===== config.mk =====
export PLATFORM = sky130hd
export DESIGN_NAME = irq_ctrl
export DESIGN_NICKNAME = d
export VERILOG_FILES = /design/src/rtl/irq_ctrl.sv
export SDC_FILE = /design/constraint.sdc
export NUM_CORES = 1
export LEC_CHECK = 0
export ABC_CLOCK_PERIOD_IN_PS = 2470
export CAP_MARGIN = 20
export CELL_PAD_IN_SITES_DETAIL_PLACEMENT = 1
export CELL_PAD_IN_SITES_GLOBAL_PLACEMENT = 2
export CORE_ASPECT_RATIO = 0.9
export CORE_UTILIZATION = 16
export DETAILED_ROUTE_END_ITERATION = 12
export PLACE_DENSITY = 0.73
export SETUP_SLACK_MARGIN = 0.02
export SLEW_MARGIN = 20
export SYNTH_ARGS = -nofsm -noshare
export SYNTH_HDL_FRONTEND = slang
export SYNTH_SLANG_ARGS = --single-unit
export TNS_END_PERCENT = 20

===== constraint.sdc =====
create_clock -name clk -period 2.47 [get_ports clk]
set_input_delay 0.494 -clock clk [delete_from_list [all_inputs] [get_ports clk]]
set_output_delay 0.494 -clock clk [all_outputs]
set_load 0.005 [all_outputs]

===== src/rtl/irq_ctrl.sv =====
// Interrupt controller: per-source edge/level latching, masking, priority ID and a
// registered HWInt[7:2] output. Define IRQ_SYNC_EN to add a two-flop src synchronizer.
module irq_ctrl #(
  parameter int          N_SRC      = 6,
  parameter logic [5:0]  RESET_MASK = 6'h00
) (
  input  logic             clk,
  input  logic             reset,
  input  logic [N_SRC-1:0] src,
  input  logic [31:2]      Addr,
  input  logic             WE,
  input  logic [31:0]      Din,
  output logic [31:0]      Dout,
  output logic [7:2]       HWInt
);

  typedef enum logic [1:0] {
    REG_PENDING = 2'b00,
    REG_MASK    = 2'b01,
    REG_MODE    = 2'b10,
    REG_ID      = 2'b11
  } reg_sel_e;

  reg_sel_e         sel;
  logic [N_SRC-1:0] s;
  logic [N_SRC-1:0] prev;
  logic [N_SRC-1:0] pending;
  logic [N_SRC-1:0] mask;
  logic [N_SRC-1:0] mode;
  logic [N_SRC-1:0] hw_q;
  logic [N_SRC-1:0] rise;
  logic [N_SRC-1:0] clr;
  logic [N_SRC-1:0] active;
  logic [31:0]      id;
  logic [5:0]       hw_full;
  logic             unused;

  assign sel    = reg_sel_e'(Addr[3:2]);
  assign unused = ^{Addr[31:4], Din[31:N_SRC]};

`ifdef IRQ_SYNC_EN
  logic [N_SRC-1:0] sync1;
  logic [N_SRC-1:0] sync2;

  always_ff @(posedge clk) begin
    if (reset) begin
      sync1 <= '0;
      sync2 <= '0;
    end else begin
      sync1 <= src;
      sync2 <= sync1;
    end
  end

  assign s = sync2;
`else
  assign s = src;
`endif

  assign rise   = s & ~prev;
  assign clr    = (WE && sel == REG_PENDING) ? Din[N_SRC-1:0] : '0;
  assign active = pending & mask;

  // Level sources track s directly; edge sources latch a rise, and a rise beats a W1C.
  // NOTE: every flop below uses <= so all registers update from the same pre-edge values.
  always_ff @(posedge clk) begin
    if (reset) begin
      prev    <= '0;
      pending <= '0;
      mask    <= RESET_MASK[N_SRC-1:0];
      mode    <= '0;
      hw_q    <= '0;
    end else begin
      prev    <= s;
      pending <= (mode & s) | (~mode & (rise | (pending & ~clr)));
      hw_q    <= active;
      if (WE && sel == REG_MASK) mask <= Din[N_SRC-1:0];
      if (WE && sel == REG_MODE) mode <= Din[N_SRC-1:0];
    end
  end

  // Scan downwards so the lowest-numbered active source is the last (winning) assignment.
  // NOTE: defaults come first in every always_comb so no path leaves a latch behind.
  always_comb begin
    id = 32'hFFFF_FFFF;
    for (int i = N_SRC - 1; i >= 0; i--) begin
      if (active[i]) id = 32'(i);
    end
  end

  always_comb begin
    Dout = '0;
    case (sel)
      REG_PENDING: Dout[N_SRC-1:0] = pending;
      REG_MASK:    Dout[N_SRC-1:0] = mask;
      REG_MODE:    Dout[N_SRC-1:0] = mode;
      REG_ID:      Dout            = id;
    endcase
  end

  always_comb begin
    hw_full            = '0;
    hw_full[N_SRC-1:0] = hw_q;
  end

  assign HWInt = hw_full;

endmodule


### The metal 3 layer

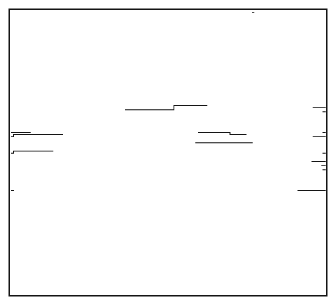
wire length on this layer = 127 microns
nets with wire on the layer = 15
longest straight run = 18.6 microns
DR vias: 1201
GR Util met3: 0.0244

### Routing congestion

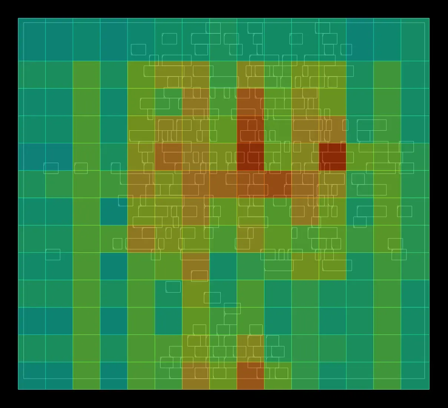
met2 Use GR: 0.148
Global Route Usage Sum: 0.0852

### Metal 2

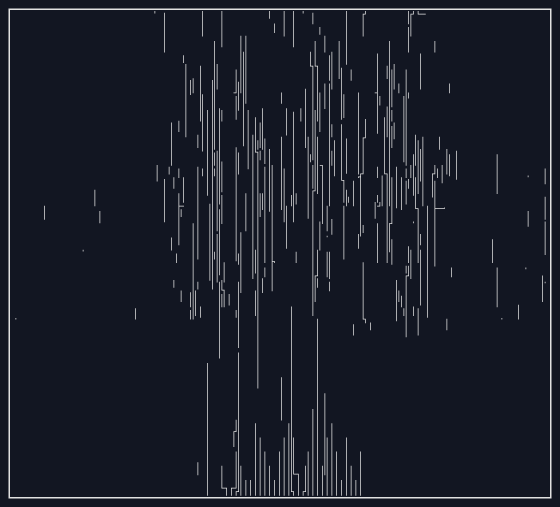
share of all routed wire = 50%
wire length on this layer = 1970 microns
main direction = vertical

### M1 wires

The bar under the picture is 20 microns long.
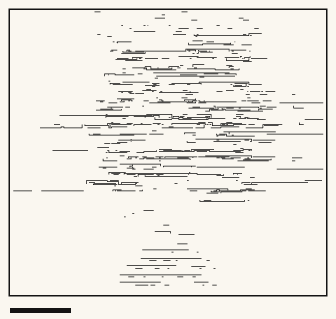
wire length on this layer = 1810 microns
nets with wire on the layer = 206
longest straight run = 30.4 microns

==> impl_metrics.tcl <==
# yosys + openroad results
set metrics [dict create \
    synth_area_sq_mm 0.00149 \
    setup.worst_path.start_class "input port" \
    crit_path_end "Dout[5]" \
    power_leader "registers" \
    cts_tree "done" \
    swShare 0.243 \
    drive_gt1_frac 0.154 \
    comb-power_mw 0.215 \
    pwr-share-seq 0.435 \
    fin_skew_ps 1.10 \
    arrival_ps 1900 \
    period_needed_ps 2390 \
    yosys_cells 165 \
    die_w_microns 104 \
    p_sw_mw 0.291 \
    dp_cells 319 \
    path_max_fanout 4 \
    die_height_microns 93.6 \
    avgViaCountPerCell 3.64 \
    cts.htree.levels 2 \
    largest_area_cell "dfxtp_1" \
    critPathLaunch "Addr[2]" \
    final_area_sq_mm 0.00217 \
    drc 0 \
    status "complete, no violations" \
    antenna_found_initial 0 \
    r2r_slack_ps 1520 \
    top_cells_by_area "dfxtp_1 40%, buf_4 13%, mux2i_1 8.1%, nor2_1 5.8%, nor2b_1 4.2%" \
    synth_top_flop_cell "dfxtp_1" \
    aoi_share 0.137 \
    pin_count 109 \
    p_clk_frac 0.386 \
    post-place-ws_ps -465 \
    drv_cap 0 \
    num_rows 33 \
    drtAntennaViolNets 0 \
    clkTransAtPathRegs_ps 60 \
    syn-instance-count 165 \
    r2r_start "pending[5]" \
    hold_viol_final 0 \
    final-setup-viol-count 0 \
    fin_cells 330 \
    wl_microns 3960 \
    place.detailed.hpwl_microns 2890 \
    endpoint_kind "primary output" \
    p_per_area_mw_per_mm2 552 \
    max_slew_margin 0.665 \
    initCoreUtil 0.164 \
    crit_required_ps 1980 \
    ys_sh_simple 0.211 \
    hp-start "prev[2]" \
    top_logic_kind "simple AND/OR/NAND/NOR gates" \
    cts_root_buf "clkbuf_8" \
    ir_worst_vdd_mv 0.166 \
    edf_count 0 \
    fin_ws_ps 79.8 \
    nNetsFinal 278 \
    synth.distinct_cells 28 \
    chipArea_sq_mm 0.00971 \
    hold_end "pending[2]" \
    maxClockFrequency_mhz 418 \
    p_seq_mw 0.522 \
    yosys_warnings 0 \
    p_clk_mw 0.464 \
    ff2ff_path_depth 3 \
    grt_max_degree 31 \
]
-- cells by family after synthesis --
family | Yosys count
AND/OR/NAND/NOR | 60
AND-OR/OR-AND | 24
multiplexers | 12
flip-flops | 30
buffers and inverters | 39
-- routing by layer --
layer / share of wire / up-vias / global-route usage
met4: 0.013 / 0 / 0.0321
li1: - / 613 / -
met1: 0.46 / 565 / 0.100
met5: 0 / - / 0
met3: 0.032 / 4 / 0.0244
met2: 0.50 / 19 / 0.148
-- cells in the final DEF, fill, tap and decap left out, types with 6 or more instances in the layout --
cell and count:
a21oi_1 8, buf_4 8, clkbuf_8 8, clkdlybuf4s50_1 20
dfxtp_1 27, dlygate4sd2_1 33, inv_1 8, mux2i_1 12
nand2_1 9, nand2b_1 6, nor2_1 23, nor2b_1 10
o32a_1 6
-- through the flow --
| stage | utilization | hold WS (ps) | power (mW) |
|---|---|---|---|
| after floorplan | - | 454 | 0.661 |
| after global placement | 0.224 | 467 | 0.763 |
| after detailed placement | 0.224 | 478 | 0.766 |
| after CTS | 0.238 | 495 | 1.22 |
| after global routing | 0.239 | 513 | 1.26 |
| final | 0.239 | 491 | 1.20 |
-- state kept, by name, indices dropped and copies added, names as in the netlist --
name and cells:
mask 6, prev 6, mode 6, HWInt 6, pending 6
-- cell type report --
cell class	instances	area [sq um]
Fill cell	1081	6910
Multi-Input combinational cell	96	663
Timing Repair Buffer	66	614
Sequential cell	30	604
Tap cell	122	153
Clock buffer	8	110
Inverter	8	30.0
-- critical path, stage by stage --
cell and delay (ps):
dlygate4sd2_1 270, nand4_1 190, nor3_4 60, buf_12 130
buf_4 130, o32a_1 340, dlygate4sd2_1 270
-- timing repair --
item,CTS,global route
pin swaps,3,1
setup endpoints to repair,32,2
setup buffers,2,0
gates resized,43,6
cloned,1,0
Power figures rest on the tool's default switching activity, not on a simulated workload.
